==> run_1/metal_stack.png <==
The bar under the picture is 100 um long.
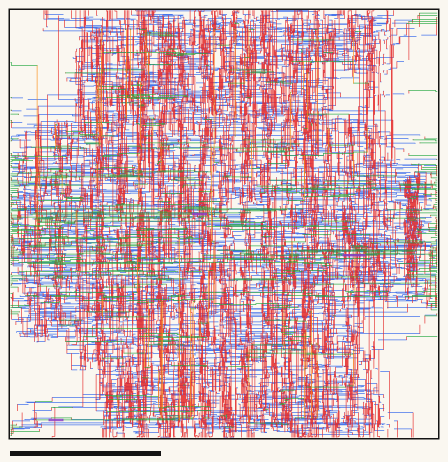
==> run_1/met3.png <==
The bar under the picture is 100 um long.
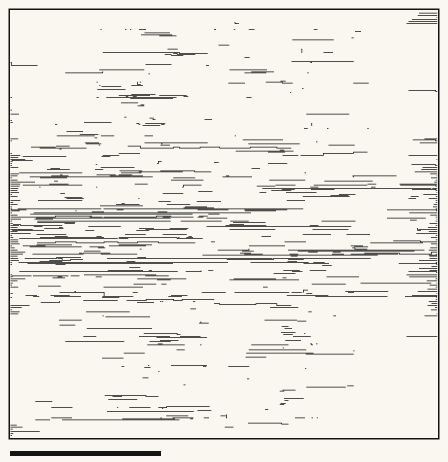
==> run_1/final_placement.png <==
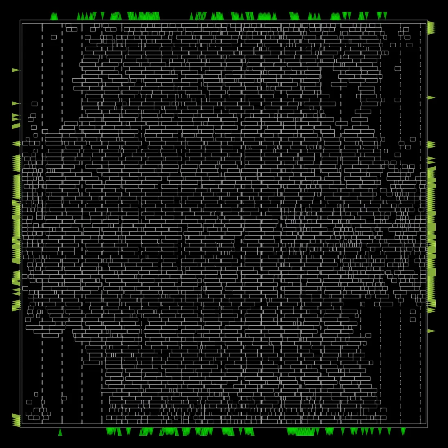
==> run_1/met4.png <==
Supply wires on this layer in grey. Cells faint in the background.
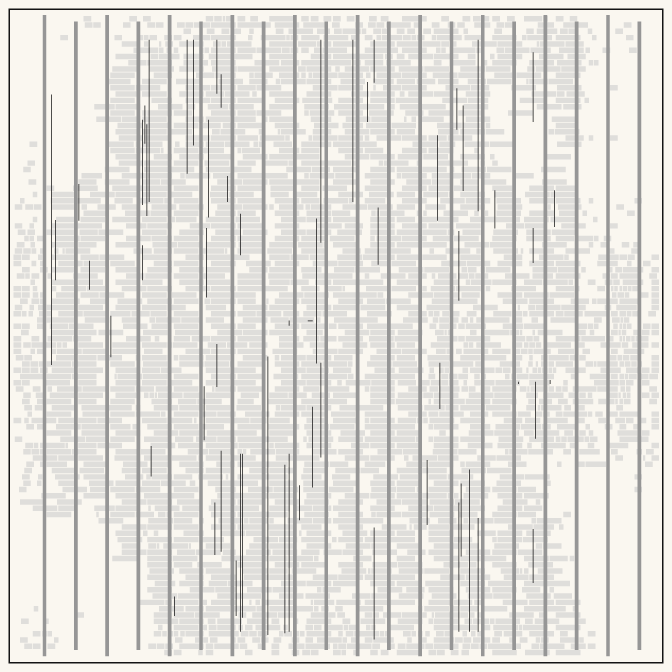
Design pipe_dispatch_fifo, sky130hd; sources not shown.
==> results.cfg, run 1 <==
; synthesis and place-and-route metrics
[run_status]
status = completed

[synth]
syn_inst = 1849
syn_area_um2 = 40950
syn_nets = 1949
synth.avg_cell_area_um2 = 22.15
ff_type = edfxtp_1
most_common_cell = edfxtp_1
edf_count = 1024
yosysUniqueCellTypes = 41
yosys.area.top_type = edfxtp_1
yosys-stat-cells = 1849
common_cells = edfxtp_1, nor2b_1, mux4_2
synthArstFlopShare = 0.03759
yosysWarnings = 0
top_cell_area_share = 0.7509

[timing]
drv_slew = 0
min_period_ns = 4.298
maxSlewHeadroom = 0.2857
finalSetupTns_ns = 0
finClkSkew_ns = 0.02500
setup_viol = 0
finalHoldViolations = 0

[clock_tree]
cts.clk_slew.worst_paths_ns = 0.06
cts_resized = 0
cts_tree = yes
cts_max_level = 3

[worst_setup_path]
end_kind = primary output
required_ns = 4.16
reg2reg_depth = 5
cp_max_fo = 34
worst-setup-path-type = reg2out

[global_route]
grt_start_max_net_pins = 67
overflow = 0
grt_pass1_vias = 20600

[job]
warning_count = 39
max_cap_viol_count = 0

[floorplanning]
die_height_um = 282.6
io_pins = 356
fp_util = 0.5269
coreArea_um2 = 77720

[drt]
wl_per_cell_um = 28.79
viasPerCell = 5.928
postRouteAntennaNets = 0
drt_iter0_markers = 1926

[power]
p_leak_nw = 15.91
peakVddDrop_v = 0.0005347
power.density_nw_per_um2 = 592.2

[cells_and_area]
drive_above_1_share = 0.2101
synthToLayoutAreaGrowth_pct = 20.92

[worst_hold_path]
worstHoldPathType = reg2reg
## Picture notes: metal_stack.png
- met5: purple (wire length 30.4 um)
- met3: green (wire length 8730 um)
- met2: red (wire length 47.5 mm)
- met4: orange (wire length 2180 um)
- met1: blue (wire length 39.0 mm)
Vias: 20050
All-Layer GR Usage: 0.2480
routed wire length: 97.41 mm

## Picture notes: met3.png
- nets with wire on the layer: 384
- main direction: horizontal
- share of all routed wire: 9.0%
- longest straight run: 143 um
- wire length on this layer: 8730 um
met3 GRT Util: 0.06071

## Picture notes: final_placement.png
Tapcell Cnt: 1040
fin util: 0.6371
Row Count: 102

## Picture notes: met4.png
- share of all routed wire: 2.2%
- nets with wire on the layer: 32
- wire length on this layer: 2180 um

## run 1: layer usage
layer  wire (um)  global-route usage
met5          30                   0
met4        2175             0.06888
met1       39010              0.3465
met2       47470              0.3928
met3        8728             0.06071
## run 1: report_power, final
group | switching, mW | internal [mW]
Sequential | 0.425 | 10.1
Clock | 3.39 | 4.82
Combinational | 5.56 | 5.03
Total | 9.37 | 19.9
## run 1: cell type report
type	instances	area [um^2]
clock buffers	119	2638
clock inverters	72	873.3
well taps	1040	1301
fillers	4995	28210
repair buffers	394	4046
multi-input cells	682	8833
flip-flops and latches	1064	31780
inverters	11	41.29
diodes	1	2.502
## run 1: critical path, stage by stage (launching register included)
cell and delay [ns]:
dfrtp_4 0.78, buf_4 0.55, mux4_2 0.33, nor2b_1 0.42, clkdlybuf4s50_1 0.70
## run 1: cell families after synthesis
logic type | Yosys count | share of synthesized area
flops | 1064 | 0.7754
simple gates | 348 | 0.05402
mux | 266 | 0.1436
buf+inv | 103 | 0.01045
xor+xnor | 42 | 0.008984
fa+ha+maj | 21 | 0.006417
compound gates | 5 | 0.001100
## run 1: layout by cell type, fill, tap and decap left out, types with 5 or more instances in the layout
| master | netlist | routed |
|---|---|---|
| and2_4 | 0 | 15 |
| buf_12 | 0 | 16 |
| buf_4 | 4 | 23 |
| bufinv_16 | 0 | 18 |
| clkbuf_1 | 55 | 16 |
| clkbuf_16 | 0 | 103 |
| clkdlybuf4s50_1 | 0 | 355 |
| clkinv_1 | 0 | 20 |
| clkinv_2 | 0 | 20 |
| clkinvlp_4 | 0 | 5 |
| dfrtp_1 | 40 | 32 |
| dfrtp_4 | 0 | 8 |
| edfxtp_1 | 1024 | 1024 |
| ha_1 | 21 | 21 |
| inv_1 | 11 | 11 |
| mux2_2 | 6 | 6 |
| mux4_2 | 256 | 256 |
| nand2_1 | 7 | 7 |
| nand3_1 | 6 | 6 |
| nand4_1 | 10 | 10 |
| nor2_1 | 5 | 5 |
| nor2b_1 | 260 | 260 |
| nor3_1 | 8 | 8 |
| nor4_1 | 7 | 7 |
| xnor2_1 | 21 | 21 |
| xor2_1 | 21 | 21 |
## run 1: stage by stage
step	hold slack (ns)	setup slack [ns]	instance area (um^2)	power [mW]	cells
2_1_floorplan	0.4604	0.4763	40960	16.44	1849
3_3_place_gp	0.4763	1.004	46000	21.27	3191
3_5_place_dp	0.4807	0.9325	46000	21.35	3191
4_1_cts	0.4945	0.5314	49510	29.55	3382
5_1_grt	0.5112	0.3905	49510	30.34	3382
6_report	0.4905	0.6022	49520	29.32	3383
==> inputs of run 2 (changes only) <==
--- a/config.mk
+++ b/config.mk
@@ -8,7 +8,7 @@
 export CAP_MARGIN = 25
 export CORE_UTILIZATION = 52
 export DETAILED_ROUTE_END_ITERATION = 12
-export PLACE_DENSITY = 0.73
+export PLACE_DENSITY = 0.76
 export SYNTH_ARGS = -nofsm -noshare
 export SYNTH_HDL_FRONTEND = slang
 export SYNTH_SLANG_ARGS = --single-unit
==> constraint.sdc (replaced) <==
create_clock -name CLK -period 4.9 [get_ports CLK]
set_input_delay 0.49 -clock CLK [delete_from_list [all_inputs] [get_ports CLK]]
set_output_delay 0.49 -clock CLK [all_outputs]
set_load 0.02 [all_outputs]
==> run_2/met3.png <==
The bar under the picture is 100 um long.
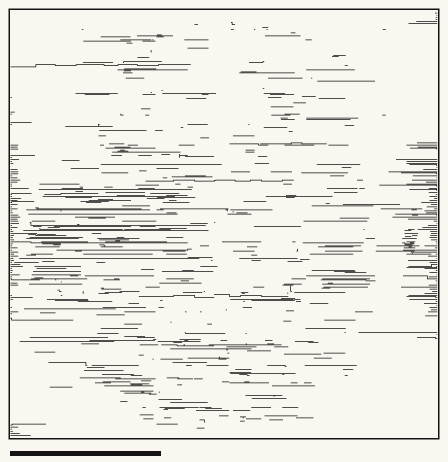
- longest straight run: 122 um
- nets with wire on the layer: 387
- share of all routed wire: 9.0%
routed wire length: 97.66 mm
Vias: 20070
met3 GRT Util: 0.04931

==> run_2/metal_stack.png <==
The bar under the picture is 100 um long.
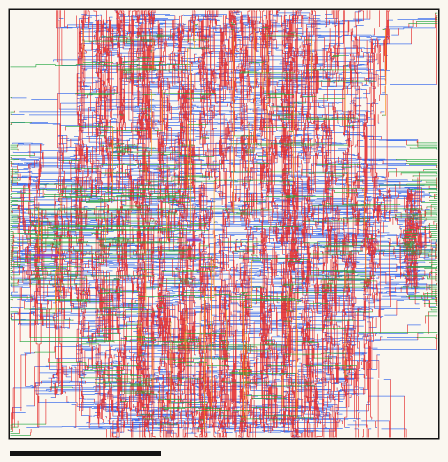
- met4: orange (wire length 1970 um)
- met5: purple (wire length 22.1 um)
- met3: green (wire length 8780 um)
- met2: red (wire length 48.7 mm)
- met1: blue (wire length 38.2 mm)
DR WL/cell: 29.06 um
All-Layer GR Usage: 0.2463

==> run 2 against run 1 <==
Compared with the run above:
- clock skew is 0.0032 ns higher
- critical path depth increased by 1
- clock power down 7.2%
- global-route usage decreased by 0.16 points
- synthesized area stayed put
- critical path type unchanged
- critical endpoint is now out_v[226]
- largest power group is now registers
- highest routed layer unchanged
==> results.cfg, run 2 <==
; synthesis and place-and-route metrics
[run_status]
status = completed

[worst_setup_path]
required_ns = 4.41
cp_max_fo = 42
end_kind = primary output
reg2reg_depth = 5
worst-setup-path-type = reg2out

[cells_and_area]
fin_cells = 3361
layout_top_cell = edfxtp_1
synthToLayoutAreaGrowth_pct = 20.12
drive_above_1_share = 0.2034
layout_top_cells = edfxtp_1, clkdlybuf4s50_1, nor2b_1, mux4_2, clkbuf_16
num_antenna_cells = 0

[timing]
setup_viol = 0
finalHoldViolations = 0
min_period_ns = 4.021
drv_slew = 0
finalSetupTns_ns = 0

[clock_tree]
cts_max_level = 3
cts_resized = 0

[drt]
drt_iter0_markers = 2006
dr.pass1.iters = 6
wl_met2_mm = 48.67
postRouteAntennaNets = 0
top_layer_used = met5

[synth]
yosysWarnings = 0
syn_nets = 1949
yosys-stat-cells = 1849
top_cell_area_share = 0.7509
syn_inst = 1849
common_cells = edfxtp_1, nor2b_1, mux4_2
edf_count = 1024
syn_area_um2 = 40950
synth.avg_cell_area_um2 = 22.15
most_common_cell = edfxtp_1
yosys.area.top_type = edfxtp_1

[global_route]
overflow = 0
grt_pass1_vias = 20460

[job]
max_cap_viol_count = 0
warning_count = 39

[floorplanning]
rows = 102
die_height_um = 282.6
coreArea_um2 = 77720

[worst_hold_path]
worstHoldPathType = in2async

[power]
peakVddDrop_v = 0.0004972

[place]
dp_cells = 3181
[run 2: cell families after synthesis]
family,synth area share
muxes,0.1436
buffers and inverters,0.01045
DFF,0.7754
and+or+nand+nor,0.05402
adders and majority gates,0.006417
xor gates and xnor gates,0.008984
AOI/OAI and AO/OA,0.001100
[run 2: final cells by class]
type | count | area, um^2
clock buffers | 123 | 2629
clock inverters | 53 | 583.1
fillers | 4972 | 28530
inverters | 11 | 41.29
multi-input cells | 682 | 8833
flip-flops and latches | 1064 | 31780
well taps | 1040 | 1301
repair buffers | 388 | 4019
[run 2: stage by stage]
stage | power [mW] | util | setup slack, ns | hold slack [ns] | area [um^2]
after floorplan | 16.44 | - | 0.7213 | 0.4604 | 40960
after global placement | 21.24 | 0.5900 | 1.192 | 0.4745 | 45860
after detailed placement | 21.28 | 0.5904 | 1.121 | 0.4756 | 45890
after CTS | 28.92 | 0.6317 | 0.7812 | 0.2930 | 49100
after global routing | 29.67 | 0.6329 | 0.7080 | 0.3263 | 49190
final | 28.66 | 0.6329 | 0.8791 | 0.2930 | 49190
[run 2: worst max-delay path, cell delays in order (launching register included)]
cell and delay, ns:
dfrtp_4 0.85, xnor2_1 0.21, and3b_4 0.71, buf_4 0.43, nor2b_1 0.11, clkdlybuf4s50_1 0.55
[run 2: report_power, final]
group,leakage [nW],total (mW),switching [mW],internal (mW)
Sequential,9.68,10.6,0.499,10.1
Clock,1.57,7.62,3.23,4.39
Combinational,4.51,10.5,5.43,5.03
Total,15.8,28.7,9.16,19.5
[run 2: layer usage]
layer | track usage | up-vias
li1 | - | 8279
met3 | 0.04931 | 120
met4 | 0.06334 | 4
met5 | 0 | -
met2 | 0.3997 | 1053
met1 | 0.3455 | 10610
Power is estimated from default activity; no workload was simulated.
